gates.png
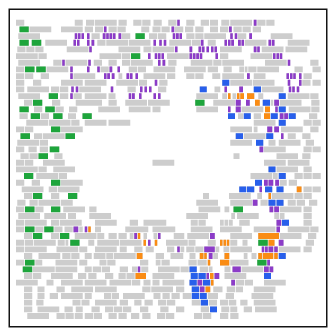
clock_nets.png
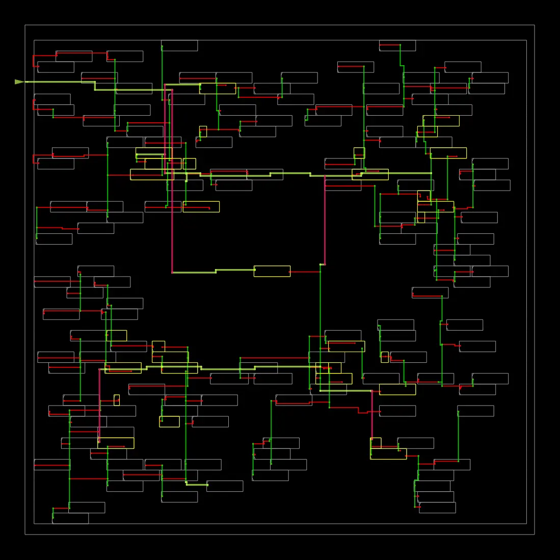
m2.png
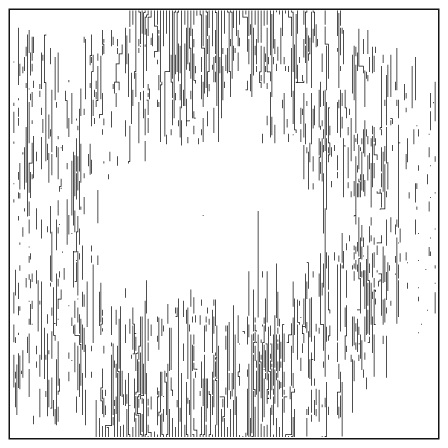
class_map.png
The bar under the picture is 50 um long. Fill, decap, tap and diode cells in gray.
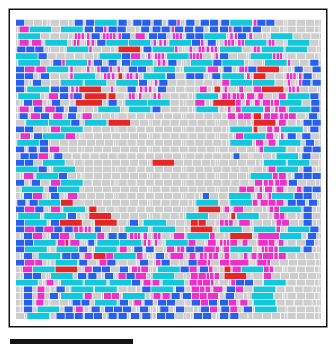
sizing.png
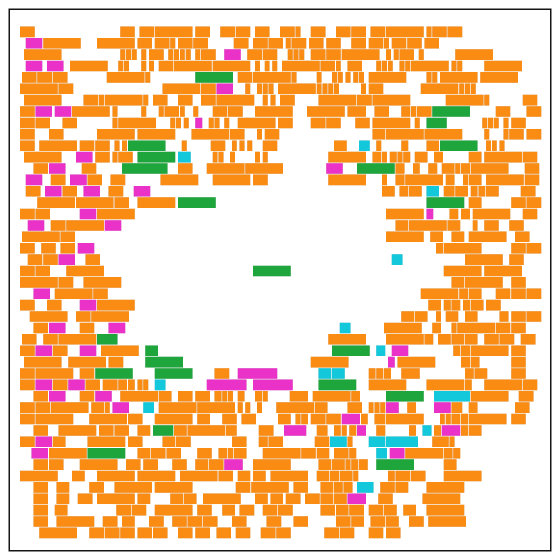
### src/rtl/if_id_ctrl_pkg.sv
// Shared constants, state encoding and source-register usage helpers for the IF/ID controller.
package if_id_ctrl_pkg;

    localparam logic [31:0] NOP_INST = 32'h0000_0013;

    localparam logic [6:0] OPC_LUI    = 7'b0110111;
    localparam logic [6:0] OPC_AUIPC  = 7'b0010111;
    localparam logic [6:0] OPC_JAL    = 7'b1101111;
    localparam logic [6:0] OPC_JALR   = 7'b1100111;
    localparam logic [6:0] OPC_BRANCH = 7'b1100011;
    localparam logic [6:0] OPC_LOAD   = 7'b0000011;
    localparam logic [6:0] OPC_STORE  = 7'b0100011;
    localparam logic [6:0] OPC_OP_IMM = 7'b0010011;
    localparam logic [6:0] OPC_OP     = 7'b0110011;

    typedef enum logic [1:0] {
        CTRL_RUN      = 2'd0,
        CTRL_REDIRECT = 2'd1,
        CTRL_MEM_WAIT = 2'd2
    } ctrl_state_e;

    // rs1 is read by everything except the upper-immediate and JAL formats
    function automatic logic uses_rs1(input logic [6:0] opc);
        return !((opc == OPC_LUI) || (opc == OPC_AUIPC) || (opc == OPC_JAL));
    endfunction

    function automatic logic uses_rs2(input logic [6:0] opc);
        return (opc == OPC_BRANCH) || (opc == OPC_STORE) || (opc == OPC_OP);
    endfunction

endpackage

### src/rtl/if_id_ctrl_hazard_detect.sv
// Load-use hazard detection between the load in EX and the instruction held in IF/ID.
module hazard_detect
    import if_id_ctrl_pkg::*;
#(
    parameter int unsigned word_width = 32
) (
    input  logic [word_width-1:0] id_inst,
    input  logic                  id_valid,
    input  logic                  ex_mem_read,
    input  logic [4:0]            ex_rd,
    output logic                  lu_hazard
);

    logic [6:0] opc;
    logic [4:0] rs1;
    logic [4:0] rs2;
    logic       unused_bits;

    assign opc         = id_inst[6:0];
    assign rs1         = id_inst[19:15];
    assign rs2         = id_inst[24:20];
    assign unused_bits = ^{id_inst[word_width-1:25], id_inst[14:7]};

    // x0 is never a real dependency
    assign lu_hazard = ex_mem_read && id_valid && (ex_rd != 5'd0) &&
                       ((uses_rs1(opc) && (rs1 == ex_rd)) ||
                        (uses_rs2(opc) && (rs2 == ex_rd)));

endmodule

### src/rtl/if_id_ctrl.sv
// Fetch-side pipeline controller: owns IF/ID, resolves redirects, load-use stalls and memory freezes.
module if_id_ctrl
    import if_id_ctrl_pkg::*;
#(
    parameter int unsigned addr_width = 32,
    parameter int unsigned word_width = 32,
    parameter int unsigned cnt_width  = 16
) (
    input  logic                  clk,
    input  logic                  rst,
    input  logic [word_width-1:0] if_inst,
    input  logic [addr_width-1:0] if_pc,
    input  logic                  ex_bch_taken,
    input  logic [addr_width-1:0] ex_bch_tgt,
    input  logic                  ex_mem_read,
    input  logic [4:0]            ex_rd,
    input  logic                  mem_busy,
    output logic                  pc_en,
    output logic                  stall_en,
    output logic                  jmp_bch_en,
    output logic [addr_width-1:0] jmp_bch_tgt,
    output logic [word_width-1:0] id_inst,
    output logic [addr_width-1:0] id_pc,
    output logic                  id_valid,
    output logic                  ex_bubble,
    output logic                  freeze,
    output logic [cnt_width-1:0]  stall_cnt,
    output logic [cnt_width-1:0]  flush_cnt
);

    typedef enum logic [1:0] {
        ID_HOLD  = 2'd0,
        ID_LOAD  = 2'd1,
        ID_FLUSH = 2'd2
    } id_op_e;

    ctrl_state_e           state_q;
    ctrl_state_e           state_d;
    logic [addr_width-1:0] tgt_q;
    logic                  lu_hazard;
    id_op_e                id_op;
    logic                  tgt_load;
    logic                  flush_inc;

    hazard_detect #(
        .word_width (word_width)
    ) u_hazard_detect (
        .id_inst     (id_inst),
        .id_valid    (id_valid),
        .ex_mem_read (ex_mem_read),
        .ex_rd       (ex_rd),
        .lu_hazard   (lu_hazard)
    );

    assign jmp_bch_tgt = tgt_q;

    // MEM_WAIT without mem_busy falls through to the RUN decision in the same cycle
    always_comb begin
        state_d    = state_q;
        pc_en      = 1'b0;
        stall_en   = 1'b0;
        jmp_bch_en = 1'b0;
        ex_bubble  = 1'b0;
        freeze     = 1'b0;
        id_op      = ID_HOLD;
        tgt_load   = 1'b0;
        flush_inc  = 1'b0;
        if (!rst) begin
            if (state_q == CTRL_REDIRECT) begin
                jmp_bch_en = 1'b1;
                stall_en   = 1'b1;
                ex_bubble  = 1'b1;
                if (mem_busy) begin
                    freeze = 1'b1;
                end else begin
                    pc_en   = 1'b1;
                    id_op   = ID_FLUSH;
                    state_d = CTRL_RUN;
                end
            end else if (mem_busy) begin
                freeze  = 1'b1;
                state_d = CTRL_MEM_WAIT;
            end else if (ex_bch_taken) begin
                pc_en     = 1'b1;
                stall_en  = 1'b1;
                ex_bubble = 1'b1;
                id_op     = ID_FLUSH;
                tgt_load  = 1'b1;
                flush_inc = 1'b1;
                state_d   = CTRL_REDIRECT;
            end else if (lu_hazard) begin
                ex_bubble = 1'b1;
                state_d   = CTRL_RUN;
            end else begin
                pc_en   = 1'b1;
                id_op   = ID_LOAD;
                state_d = CTRL_RUN;
            end
        end
    end

    always_ff @(posedge clk or posedge rst) begin
        if (rst) begin
            state_q   <= CTRL_RUN;
            tgt_q     <= '0;
            id_inst   <= word_width'(NOP_INST);
            id_pc     <= '0;
            id_valid  <= 1'b0;
            stall_cnt <= '0;
            flush_cnt <= '0;
        end else begin
            state_q <= state_d;
            if (tgt_load) begin
                tgt_q <= ex_bch_tgt;
            end
            case (id_op)
                ID_LOAD: begin
                    id_inst  <= if_inst;
                    id_pc    <= if_pc;
                    id_valid <= 1'b1;
                end
                ID_FLUSH: begin
                    id_inst  <= word_width'(NOP_INST);
                    id_pc    <= if_pc;
                    id_valid <= 1'b0;
                end
                default: ;
            endcase
            // both counters stick at all-ones
            if (!pc_en && (stall_cnt != '1)) begin
                stall_cnt <= stall_cnt + cnt_width'(1);
            end
            if (flush_inc && (flush_cnt != '1)) begin
                flush_cnt <= flush_cnt + cnt_width'(1);
            end
        end
    end

endmodule

### config.mk
export PLATFORM = sky130hd
export DESIGN_NAME = if_id_ctrl
export DESIGN_NICKNAME = d
export VERILOG_FILES = /design/src/rtl/if_id_ctrl_pkg.sv /design/src/rtl/if_id_ctrl_hazard_detect.sv /design/src/rtl/if_id_ctrl.sv
export SDC_FILE = /design/constraint.sdc
export NUM_CORES = 1
export LEC_CHECK = 0
export CORE_MARGIN = 2
export CORE_UTILIZATION = 35
export DETAILED_ROUTE_END_ITERATION = 7
export PLACE_DENSITY = 0.78
export SYNTH_ARGS = -nofsm -noshare
export SYNTH_HDL_FRONTEND = slang
export SYNTH_SLANG_ARGS = --single-unit
export TNS_END_PERCENT = 30
### constraint.sdc
create_clock -name clk -period 11.1 [get_ports clk]
set_input_delay 3.33 -clock clk [delete_from_list [all_inputs] [get_ports clk]]
set_output_delay 3.33 -clock clk [all_outputs]
set_load 0.02 [all_outputs]
==> results.yml <==
# flow metrics
global_routing:
  grt_util_met1: 0.219
  grt_max_degree: 77
  grt_busiest_layer: "met2"
  grt_pass1_wl_mm: 23.3
  antenna_found_initial: 0
  grt_pass1_vias: 4572
  grt_util_met3: 0.0715
final_timing:
  finalClockPeriodUsage: 0.804
  setup_tns_ns: 0
  tightestPinTransition_ns: 0.987
  period_needed_ns: 8.93
setup_path:
  crit_family: "buffers and inverters"
  cp.arrival_ns: 5.60
  r2r-start: "id_inst[4]$_DFFE_PP1P_"
  endpoint_kind: "primary output"
  rr_endpoint: "id_inst[23]$_DFFE_PP0P_"
  rrSetupSlack_ns: 7.60
  critPathCapture: "pc_en"
  crit_type: "in -> out"
  cpMaxStageDelayCell: "clkdlybuf4s50_1"
  crit_cells: 7
  path_buffers: 3
  cp_max_fo: 5
final_layout:
  nNonClkInverters: 4
  logic_area_um2: 2090
  seq_area_um2: 3280
  fillCellCount: 1283
  lay_top_cells: "239 x clkdlybuf4s50_1, 128 x dfrtp_1, 112 x nand2_1"
  buffer_area_frac: 0.280
  antenna_cells: 0
  clk_share: 0.0664
synthesis:
  synthSimpleGateAreaFrac: 0.172
  flop_cell: "dfrtp_1"
  yosysUniqueCellTypes: 45
  synth-edff-count: 0
  largest_area_cell: "dfrtp_1"
  synth_cells: 469
  logic_family: "simple AND/OR/NAND/NOR gates"
  synth.net_count: 579
  ys_sh_mux: 0.0742
  ys_cells: 469
  topCellsByArea: "dfrtp_1 59%, nand2_1 7.7%, mux2_2 7.2%, a22o_1 4.5%, xnor2_1 4.0%"
  synthXorXnorAreaFrac: 0.0577
place:
  placed_cells: 904
  io_buffers: 239
  routabilityCongestion: 0.840
  placed_cell_area_um2: 8080
  post-place-ws_ns: 2.17
pwr:
  clk-power_uw: 538
  finalPower_mw: 1.81
  comb-power_uw: 593
  seq_power_share: 0.376
  maxPowerGroup: "sequential cells"
  internal_power_mw: 1.23
  leakage_nw: 3.73
  p_comb_frac: 0.327
clocking:
  cts_max_path_buffers: 2
  cts.clk_slew.worst_paths_ns: 0.05
  numCtsBuffers: 17
  clkSinkCount: 131
  cts_tree: "done"
detailed_routing:
  final_antenna_net_count: 0
  top_layer_used: "met4"
  firstDrtPassIters: 4
  wl_met1_mm: 6.09
  drt_iter0_drc: 212
  vias_per_cell: 4.78
floorplan:
  initial_core_util: 0.358
  taps: 211
status:
  status: "completed"
min_path:
  worstHoldEndpoint: "jmp_bch_tgt[28]$_DFFE_PP0P_"
Back to the opening pictures, gates.png:
Key: mux cells = green [cells 36, most used mux2_2]; nand cells = purple [cells 144, most used nand2_1, where widely spread]; xor and xnor cells = blue [cells 36, most used xnor2_1]; nor cells = orange [cells 31, most used nor2_1]
Post-Layout Cell Count: 936
Commonest Layout Cell: clkdlybuf4s50_1
combinational share of cell area: 0.242

Back to the opening pictures, clock_nets.png:
# clk buffers: 21
clk ins delay skew pair: 0.41 ns

Back to the opening pictures, m2.png:
The layer holds 49% of the routed length. The layer carries 7230 um of wire. The longest straight run is 54.7 um.
grt met2 use: 0.292
routed wire length: 14.7 mm

Back to the opening pictures, class_map.png:
Key: clock drivers and dummy loads = red [cells 32]; remaining logic cells = magenta [cells 319]; remaining buffers and delay cells = blue [cells 243]; sequential cells = cyan [cells 131]
register share of the cell area: 0.379
design area: 8650 um^2
area of the core: 15300 um^2
FP Rows: 45
final core utilization: 0.567

Back to the opening pictures, sizing.png:
Key: x1 and smaller = orange [cells 637, share 88%, most used clkdlybuf4s50_1]; x2 = magenta [cells 49, share 6.8%, most used mux2_2]; x6 and larger = green [cells 22, share 3.0%, most used clkbuf_16]; x3 and x4 = cyan [cells 17, share 2.3%]
PnR worst setup slack: 2.17 ns
Signal buffers: 243
Area Growth Syn to Fin: 58.3%

==> synth_stat cells (2+ instances only) <==
cell / count
nand3_1: 13
nor4_1: 3
a21oi_1: 4
clkbuf_1: 15
buf_1: 2
or4_4: 2
nor3_1: 5
nand4_1: 12
dfstp_2: 3
nand2b_1: 5
nand2_1: 112
mux2_2: 35
nor3b_1: 3
nor2b_1: 2
xor2_1: 11
ha_1: 4
o21ai_0: 8
a31oi_1: 2
inv_1: 3
xnor2_1: 25
nor2_1: 13
and3_1: 5
and4_1: 3
a22o_1: 28
and2_1: 4
dfrtp_1: 128
Power figures rest on the tool's default switching activity, not on a simulated workload.
